**config.mk**
```make
export PLATFORM = sky130hd
export DESIGN_NAME = stack_master
export DESIGN_NICKNAME = d
export VERILOG_FILES = /design/src/rtl/stack_master.sv
export SDC_FILE = /design/constraint.sdc
export NUM_CORES = 1
export LEC_CHECK = 0
export CORE_MARGIN = 5
export CORE_UTILIZATION = 44
export CTS_BUF_LIST = sky130_fd_sc_hd__clkbuf_16
export DETAILED_ROUTE_END_ITERATION = 16
export PLACE_DENSITY_LB_ADDON = 0.12
export SLEW_MARGIN = 20
export SYNTH_ARGS = -nofsm -noshare
export SYNTH_HDL_FRONTEND = slang
export SYNTH_SLANG_ARGS = --single-unit
```
**constraint.sdc**
```tcl
create_clock -name clk -period 2.6 [get_ports clk]
set_input_delay 0.39 -clock clk [delete_from_list [all_inputs] [get_ports clk]]
set_output_delay 0.39 -clock clk [all_outputs]
set_load 0.05 [all_outputs]
```
**src/rtl/stack_master.sv**
```systemverilog
// rtl/stack_master.sv - instruction sequencer and 8-bit ALU in front of the hardware stack
// One command at a time; every strobe and handshake output is a flop set on entry to its state.
module stack_master #(
   parameter int DEPTH = 8
) (
   input  logic                         clk,
   input  logic                         rst,
   input  logic                         cmd_valid,
   input  logic [2:0]                   cmd_op,
   input  logic [7:0]                   cmd_imm,
   output logic                         cmd_ready,
   output logic                         done,
   output logic                         err,
   output logic [7:0]                   result,
   output logic [$clog2(DEPTH+1)-1:0]   depth,
   output logic                         stk_push,
   output logic                         stk_pop,
   output logic                         stk_tos,
   output logic [7:0]                   stk_data_in,
   input  logic [7:0]                   stk_data_out
);

   localparam int DW = $clog2(DEPTH + 1);
   localparam logic [DW-1:0] FULL = DW'(DEPTH);
   localparam logic [DW-1:0] TWO  = DW'(2);

   localparam logic [2:0] OP_NOP  = 3'd0;
   localparam logic [2:0] OP_PUSH = 3'd1;
   localparam logic [2:0] OP_POP  = 3'd2;
   localparam logic [2:0] OP_ADD  = 3'd3;
   localparam logic [2:0] OP_SUB  = 3'd4;
   localparam logic [2:0] OP_AND  = 3'd5;
   localparam logic [2:0] OP_NOT  = 3'd6;
   localparam logic [2:0] OP_DUP  = 3'd7;

   typedef enum logic [3:0] {
      IDLE, POP_A, CAP_A, POP_B, CAP_B, TOS, CAP_T, PUSH_R, DONE
   } state_t;

   state_t     state;
   logic [2:0] op;
   logic [7:0] r;
   logic [7:0] a;
   logic [7:0] b;
   logic [7:0] opnd_b;
   logic [7:0] alu;
   logic       legal;

   assign stk_data_in = r;

   // The deeper operand arrives on stk_data_out during CAP_B; b keeps it afterwards.
   assign opnd_b = (state == CAP_B) ? stk_data_out : b;

   always_comb begin
      alu = 8'h00;
      case (op)
         OP_ADD:  alu = opnd_b + a;
         OP_SUB:  alu = opnd_b - a;
         OP_AND:  alu = opnd_b & a;
         default: alu = 8'h00;
      endcase
   end

   always_comb begin
      legal = 1'b1;
      case (cmd_op)
         OP_PUSH:                legal = (depth < FULL);
         OP_DUP:                 legal = (depth < FULL) && (depth != '0);
         OP_POP, OP_NOT:         legal = (depth != '0);
         OP_ADD, OP_SUB, OP_AND: legal = (depth >= TWO);
         default:                legal = 1'b1;
      endcase
   end

   always_ff @(posedge clk or posedge rst) begin
      if (rst) begin
         state     <= IDLE;
         op        <= OP_NOP;
         r         <= 8'h00;
         a         <= 8'h00;
         b         <= 8'h00;
         result    <= 8'h00;
         depth     <= '0;
         err       <= 1'b0;
         done      <= 1'b0;
         cmd_ready <= 1'b1;
         stk_push  <= 1'b0;
         stk_pop   <= 1'b0;
         stk_tos   <= 1'b0;
      end else begin
         done      <= 1'b0;
         cmd_ready <= 1'b0;
         stk_push  <= 1'b0;
         stk_pop   <= 1'b0;
         stk_tos   <= 1'b0;
         case (state)
            IDLE: begin
               if (cmd_valid && cmd_ready) begin
                  op  <= cmd_op;
                  err <= !legal;
                  if (!legal || cmd_op == OP_NOP) begin
                     state <= DONE;
                     done  <= 1'b1;
                  end else begin
                     case (cmd_op)
                        OP_PUSH: begin
                           r        <= cmd_imm;
                           state    <= PUSH_R;
                           stk_push <= 1'b1;
                        end
                        OP_DUP: begin
                           state   <= TOS;
                           stk_tos <= 1'b1;
                        end
                        default: begin
                           state   <= POP_A;
                           stk_pop <= 1'b1;
                        end
                     endcase
                  end
               end else begin
                  cmd_ready <= 1'b1;
               end
            end
            POP_A: begin
               depth <= depth - 1'b1;
               state <= CAP_A;
            end
            CAP_A: begin
               a <= stk_data_out;
               case (op)
                  OP_POP: begin
                     result <= stk_data_out;
                     state  <= DONE;
                     done   <= 1'b1;
                  end
                  OP_NOT: begin
                     r        <= ~stk_data_out;
                     result   <= ~stk_data_out;
                     state    <= PUSH_R;
                     stk_push <= 1'b1;
                  end
                  default: begin
                     state   <= POP_B;
                     stk_pop <= 1'b1;
                  end
               endcase
            end
            POP_B: begin
               depth <= depth - 1'b1;
               state <= CAP_B;
            end
            CAP_B: begin
               b        <= stk_data_out;
               r        <= alu;
               result   <= alu;
               state    <= PUSH_R;
               stk_push <= 1'b1;
            end
            TOS: begin
               state <= CAP_T;
            end
            CAP_T: begin
               r        <= stk_data_out;
               result   <= stk_data_out;
               state    <= PUSH_R;
               stk_push <= 1'b1;
            end
            PUSH_R: begin
               depth <= depth + 1'b1;
               state <= DONE;
               done  <= 1'b1;
            end
            DONE: begin
               state     <= IDLE;
               cmd_ready <= 1'b1;
            end
            default: begin
               state     <= IDLE;
               cmd_ready <= 1'b1;
            end
         endcase
      end
   end

endmodule
```
### Signal metal coverage by tile

The bar under the picture is 20 um long. The die is cut into 18 by 18 equal tiles; dark blue is low, red is high, scaled to the fullest tile. Values are wire area over tile area, all layers added.
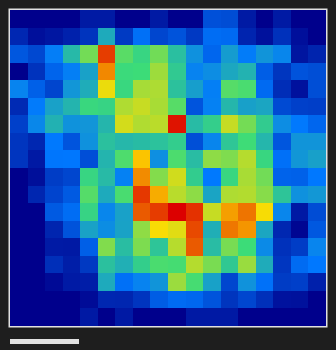
mean over tiles = 0.15
fullest tile = 0.50
densest ninth of the die = center
tiles over half the peak = 21%
nearly empty tiles = 14%

### Cell classes on the final placement

Fill, decap, tap and diode cells in gray.
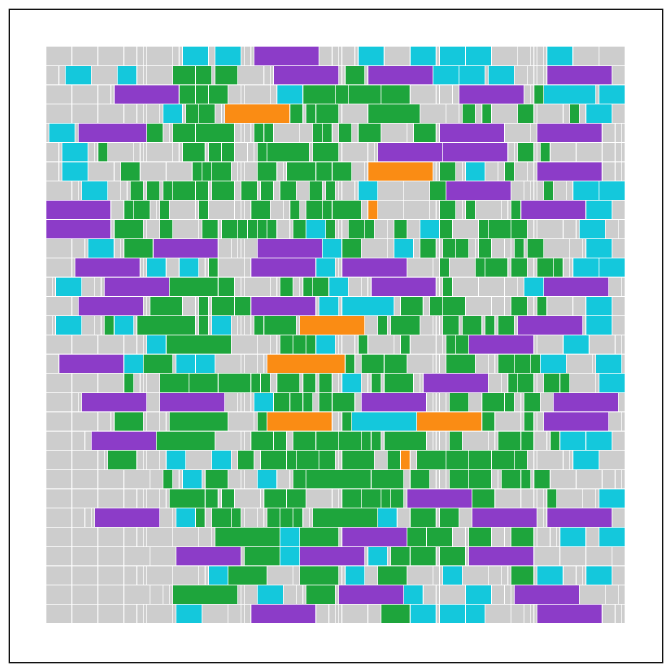
clock drivers and dummy loads -> orange  # cells 8, share of their area 4.0%
remaining logic cells -> green  # cells 254, share of their area 46%
remaining buffers and delay cells -> cyan  # cells 87, share of their area 20%
registers -> purple  # cells 48, share of their area 30%
Core Box Area: 6680 um2
FP Rows: 30
Final Util: 61.9%

==> results.txt <==
run metrics: Critical R2R Capture result[6], routed wl met2 3680 um, Final min period 2610 ps, logic share of the area 44.0%, GRT met2 Usage between 30 and 40%, status finished, violations left, # setup viols final 2, dpl ws -45.7 ps, FP Core Util between 40 and 50%, final-layout fill cell count 590, n_diodes 0, detailed-route DRC error count 0, top achievable clock speed between 300 and 400 MHz, Dominant comb cell AND-OR/OR-AND gates, chip area between 8000 and 9000 um2, crit path cell chain nor2_2 -> and3_4 -> buf_12 -> mux2_4 -> ha_4 -> nor2b_4 -> o31a_1 -> o21a_1 -> o21a_1 -> nor3_2 -> o22a_1, largest net degree at the start of global routing 26, buffering overhead 19.7%, Synthesized Nets between 300 and 400, Gate Area about 1800 um2, number of global-route vias before repair ~2600, final setup margin -13.9 ps, area fraction in compound gates about 20%, P&R area growth vs syn 39.2%, Setup Skew ~6.9 ps, Post-CTS Setup Bufs 1, met1 Use GR 26.9%, die width 92.2 um, Critical Path RT 2840 ps, Non-Filler Instances approximately 480, failing checks setup timing
### Clock nets

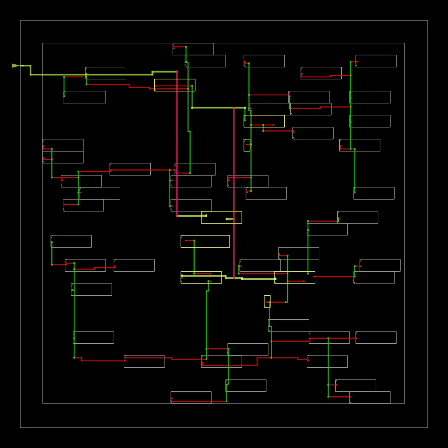
Num CTS Buffers: 5
CLK BUF: 5
flip-flops: 48

